==> config.mk <==
export PLATFORM = sky130hd
export DESIGN_NAME = theta_stage
export DESIGN_NICKNAME = d
export VERILOG_FILES = /design/src/rtl/theta_stage_pkg.sv /design/src/rtl/theta_slice_mix.sv /design/src/rtl/theta_stage.sv
export SDC_FILE = /design/constraint.sdc
export NUM_CORES = 2
export LEC_CHECK = 0
export ABC_AREA = 1
export CAP_MARGIN = 5
export CORE_MARGIN = 8
export CORE_UTILIZATION = 57
export DETAILED_ROUTE_END_ITERATION = 6
export PLACE_DENSITY = 0.76
export SKIP_LAST_GASP = 1
export SYNTH_ARGS = -nofsm -noshare
export SYNTH_HDL_FRONTEND = slang
export SYNTH_SLANG_ARGS = --single-unit
==> constraint.sdc <==
create_clock -name clk -period 2.9 [get_ports clk]
set_input_delay 0.58 -clock clk [delete_from_list [all_inputs] [get_ports clk]]
set_output_delay 0.58 -clock clk [all_outputs]
set_load 0.05 [all_outputs]
==> src/rtl/theta_stage_pkg.sv <==
// Shared constants, slice bit indexing and FSM encoding for the theta stage.
package theta_stage_pkg;

   localparam int SLICE_W = 25;
   localparam int SLICES  = 64;
   localparam int COLS    = 5;
   localparam int CNT_W   = $clog2(SLICES);

   typedef enum logic [0:0] {
      ST_LOAD = 1'b0,
      ST_EMIT = 1'b1
   } state_t;

   // Bit position of lane (x, y) inside a slice.
   function automatic int idx(input int x, input int y);
      return 32'sd5 * y + x;
   endfunction

endpackage

==> src/rtl/theta_slice_mix.sv <==
// Combinational column mix of one slice from its own parity and the previous slice's parity.
module theta_slice_mix
   import theta_stage_pkg::*;
(
   input  logic [SLICE_W-1:0] slice,
   input  logic [COLS-1:0]    parCur,
   input  logic [COLS-1:0]    parPrev,
   output logic [SLICE_W-1:0] mixed
);

   logic [COLS-1:0] d_s;

   // Column correction D[x] applied to every row y of the slice.
   always_comb begin
      d_s   = '0;
      mixed = '0;
      for (int x = 0; x < COLS; x++) begin
         d_s[x] = parCur[(x + COLS - 1) % COLS] ^ parPrev[(x + 1) % COLS];
      end
      for (int y = 0; y < COLS; y++) begin
         for (int x = 0; x < COLS; x++) begin
            mixed[idx(x, y)] = slice[idx(x, y)] ^ d_s[x];
         end
      end
   end

endmodule

==> src/rtl/theta_stage.sv <==
// Theta column-parity stage: buffers a 64-slice state, then streams mixed slices z = 0..63.
// Optional THETA_BYPASS_EN adds a per-block bypass input that emits the buffered slices unmodified.
module theta_stage
   import theta_stage_pkg::*;
(
   input  logic               clk,
   input  logic               rst,
`ifdef THETA_BYPASS_EN
   input  logic               bypass,
`endif
   input  logic               inValid,
   output logic               inReady,
   input  logic [SLICE_W-1:0] inData,
   output logic               outValid,
   input  logic               outReady,
   output logic [SLICE_W-1:0] outData,
   output logic               busy,
   output logic               done
);

   localparam logic [CNT_W-1:0] CNT_LAST = CNT_W'(SLICES - 1);
   localparam logic [CNT_W-1:0] CNT_ONE  = CNT_W'(1);

   function automatic logic [COLS-1:0] col_parity(input logic [SLICE_W-1:0] s);
      logic [COLS-1:0] p;
      p = '0;
      for (int x = 0; x < COLS; x++) begin
         for (int y = 0; y < COLS; y++) begin
            p[x] = p[x] ^ s[idx(x, y)];
         end
      end
      return p;
   endfunction

   state_t             state_r, state_nxt_s;
   logic [CNT_W-1:0]   cnt_r;
   logic [SLICE_W-1:0] buf_r [SLICES];
   logic [COLS-1:0]    par_r [SLICES];
   logic               done_r;
   logic               in_fire_s, out_fire_s, last_s;
   logic [SLICE_W-1:0] mixed_s;

   assign last_s = (cnt_r == CNT_LAST);

   // Handshake decode and next-state selection.
   always_comb begin
      state_nxt_s = state_r;
      in_fire_s   = 1'b0;
      out_fire_s  = 1'b0;
      inReady     = 1'b0;
      outValid    = 1'b0;
      busy        = 1'b0;
      case (state_r)
         ST_LOAD: begin
            inReady   = 1'b1;
            in_fire_s = inValid;
            if (inValid && last_s) begin
               state_nxt_s = ST_EMIT;
            end else begin
               state_nxt_s = ST_LOAD;
            end
         end
         ST_EMIT: begin
            outValid   = 1'b1;
            busy       = 1'b1;
            out_fire_s = outReady;
            if (outReady && last_s) begin
               state_nxt_s = ST_LOAD;
            end else begin
               state_nxt_s = ST_EMIT;
            end
         end
         default: begin
            state_nxt_s = ST_LOAD;
         end
      endcase
   end

   // FSM state, slice counter and end-of-block pulse; cnt wraps naturally at SLICES.
   always_ff @(posedge clk or negedge rst) begin
      if (!rst) begin
         state_r <= ST_LOAD;
         cnt_r   <= '0;
         done_r  <= 1'b0;
      end else begin
         state_r <= state_nxt_s;
         done_r  <= out_fire_s && last_s;
         if (in_fire_s || out_fire_s) begin
            cnt_r <= cnt_r + CNT_ONE;
         end
      end
   end

   // Slice buffer and per-slice column parity file, written during LOAD.
   always_ff @(posedge clk or negedge rst) begin
      if (!rst) begin
         for (int z = 0; z < SLICES; z++) begin
            buf_r[z] <= '0;
            par_r[z] <= '0;
         end
      end else if (in_fire_s) begin
         buf_r[cnt_r] <= inData;
         par_r[cnt_r] <= col_parity(inData);
      end
   end

   // Slice z mixes with slice z-1; z = 0 wraps to slice 63.
   theta_slice_mix u_mix (
      .slice   (buf_r[cnt_r]),
      .parCur  (par_r[cnt_r]),
      .parPrev (par_r[cnt_r - CNT_ONE]),
      .mixed   (mixed_s)
   );

`ifdef THETA_BYPASS_EN
   logic bypass_r;

   // Bypass choice is latched on the first transfer and held for the block.
   always_ff @(posedge clk or negedge rst) begin
      if (!rst) begin
         bypass_r <= 1'b0;
      end else if (in_fire_s && (cnt_r == '0)) begin
         bypass_r <= bypass;
      end
   end

   assign outData = bypass_r ? buf_r[cnt_r] : mixed_s;
`else
   assign outData = mixed_s;
`endif

   assign done = done_r;

endmodule
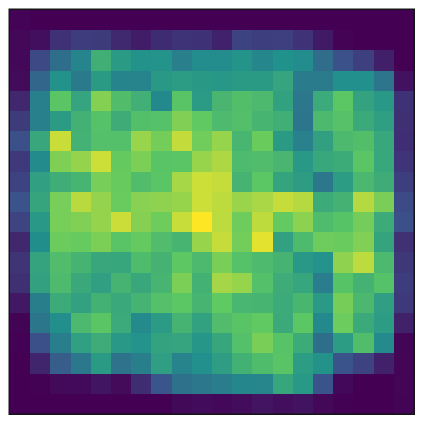
Figure 1: wiring heat map.
Drawn at 1 px/um. The die is cut into 20 by 20 equal tiles; dark purple is low, yellow is high, scaled to the fullest tile. Values are wire area over tile area, all layers added.
60% of the tiles are over half the peak. The fullest tile reaches 0.73. 12% of the tiles are nearly empty. The mean over all tiles is 0.36. The densest ninth of the die: center.

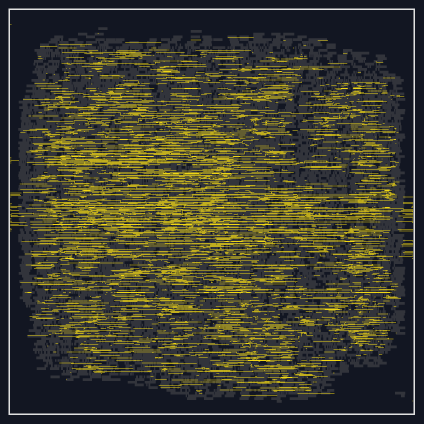
Figure 2: the metal 3 layer.
Drawn at 1 px/um.
The layer holds 14% of the routed length. The layer carries 45.5 mm of wire.

==> Slide: Implementation Results <==
Physical Implementation Snapshot

Placed design
  – Placed Area: about 0.093 mm^2
  – Gp weighted congestion: ~1

Timing
  – RSZ-0062 raised after global routing: yes
  – Minimum clock period: 4.22 ns
  – Max_slew headroom: 42.0%
  – Final Setup Violations: 205
  – Final WS setup: -1.32 ns
  – Setup tns final: -52.76 ns
  – Fin. Hold Viols: 0

Global routing
  – Vias in the first global route: just under 80k
  – Tot GR Track Use: between 30% and 40%

Finish
  – Area Growth Syn to Fin: 22.4%
  – Net count, final: 10.5k
  – Most frequent cells in the layout: nand2_1 (3491), dfrtp_1 (1925), o21ai_0 (1743)
  – Final Non-Filler Cells: around 13k
  – Logic area: about 0.036 mm^2
  – Seq. cell area: 0.0483 mm^2
  – Most frequent logic cell in the layout: nand2_1
  – Fillers: around 11k
  – Final Cell Area: approximately 0.10 mm^2
  – N_diodes: 0
  – Share of cells above drive strength 1: between 10% and 20%

Clock network
  – Sink Count: roughly 1.9k
  – CTS H-Tree Depth: 4
  – Clock root buffer: clkbuf_16

Synthesis
  – Post-synth EDFFs: 0
  – Synthesized instance count: 10.4k
  – Synth logic family: simple AND/OR/NAND/NOR gates
  – Ys async rst share: 100%
  – Area reported by Yosys stat: 0.0856 mm^2
  – Yosys top cell by instances: nand2_1
  – Leading cell types by count after synthesis: nand2_1 (3781), dfrtp_1 (1928), o21ai_0 (1744)
  – XOR-XNOR Cells, Area Fraction: 0.246%
  – Main flop type: dfrtp_1
  – Syn_nets: around 10k
  – Top cells by area: dfrtp_1 (56%), nand2_1 (17%), o21ai_0 (10%)
  – Yosys Warn Count: 0
  – Synthesized registers: roughly 1.9k
  – And+or+nand+nor area frac: a little over a fifth

Detailed routing
  – Routed WL per cell: between 20 and 25 um
  – Drt pass-1 iters: 7
  – Drc violations: 1

Min path
  – HP Start: outReady

Pwr
  – Comb power: between 60 and 70 mW
  – P_seq: ~36 mW
  – PwrDens: ~1200 mW/mm^2
  – Pleak: around 50 nW
  – Worst VDD drop: 3290 uV
  – Sw Ratio: 42.7%
  – Cell Int Power: 74.2 mW
  – Final Total Pwr: between 100 and 150 mW

Outcome
  – Failing checks: design-rule violations, negative setup slack
  – Status: finished with violations

Critical path
  – CP max FO: 7
  – Startpoint Class: flop
  – FF-to-FF setup slack: -0.25 ns
  – Worst EP arrival: about 3.6 ns
  – FF-to-FF End: buf_r[996]$_DFFE_PN0P_
  – CP bufs+invs: 7

Floorplanning
  – Die Ht: slightly above 400 um
  – Floorplan core density: 57.3%
  – Row count: between 100 and 150
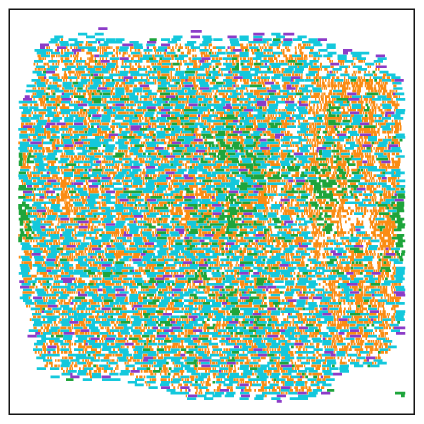
Figure 3: placed cells, one color a class.
Drawn at 1 px/um.
clock drivers and dummy loads: in purple, cells 352, share of their area 6.4%. other buffers and delay cells: in green, cells 833, share of their area 11%. all other logic: in orange, cells 7562, share of their area 35%. flip-flops: in cyan, cells 1928, share of their area 47%.

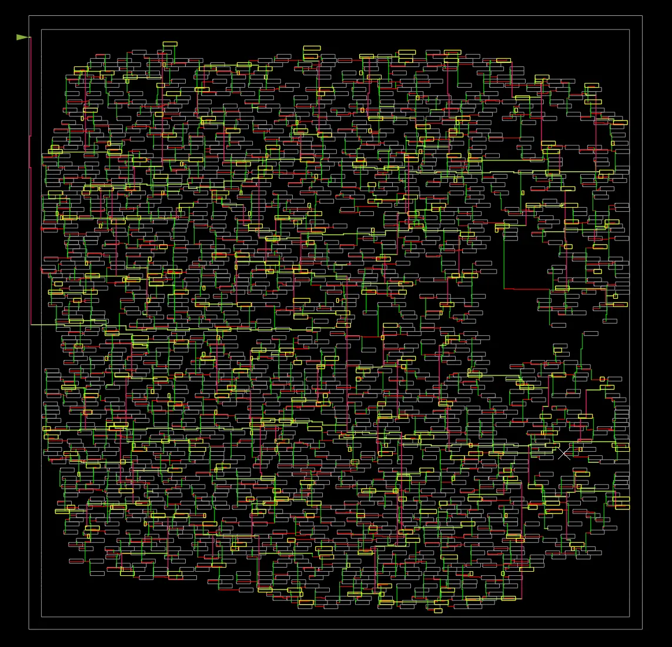
Figure 4: the clock network.
Flop Count: 1928
TritonCTS Buffers: 191
Layout Skew: 0.0393 ns
clk pwr: 26.0 mW
clk_buf instances: 282

## area by class of cell
| type | count | area share (%) |
|---|---|---|
| clock buffer | 282 | 5.46 |
| clock inverter | 70 | 0.817 |
| inverter | 79 | 0.312 |
| multi-input combinational | 7482 | 34.1 |
| sequential | 1928 | 46.1 |
| tap | 2016 | 2.41 |
| timing repair buffer | 833 | 10.9 |
| timing repair inverter | 1 | 0.0155 |
## what timing repair did
action | 4_1_cts | 5_1_grt
hold buffers | 1 | 0
cloned | 43 | 19
setup endpoints to repair | 25 | 26
resized | 432 | 255
buffers inserted | 92 | 40
endpoints found under the hold margin | 14 | 0
pin swaps | 155 | 148
## worst register-to-register path, delay by kind of cell (launching register included)
family / cells / cell delay [ns]
buf+inv: 10 / 1.59
simple gates: 4 / 0.80
flops: 1 / 0.52
compound gates: 1 / 0.09
## flip-flops by register name (all words and copies together) (netlist names)
| signal | flops |
|---|---|
| done | 1 |
| par_r | 320 |
| state_r | 1 |
| cnt_r | 6 |
| buf_r | 1600 |
## routing by layer
layer / routed length (um) / global-route usage, % / vias up
li1: - / - / 34732
met1: 112000 / 48.5 / 39168
met2: 135000 / 55.0 / 6241
met3: 45500 / 11.4 / 1401
met4: 25400 / 25.0 / 0
met5: 0 / 0 / -
## worst max path at each step
stage / startpoint / endpoint / cells past startpoint
CTS: cnt_r[0]$_DFFE_PN0P_ / outData[9] / 19
floorplan: cnt_r[0]$_DFFE_PN0P_ / outData[11] / 18
detailed placement: cnt_r[0]$_DFFE_PN0P_ / outData[21] / 17
global route: cnt_r[0]$_DFFE_PN0P_ / outData[7] / 19
finish: cnt_r[0]$_DFFE_PN0P_ / outData[9] / 17
global placement: cnt_r[0]$_DFFE_PN0P_ / outData[21] / 17
Power and IR drop assume default switching activity.
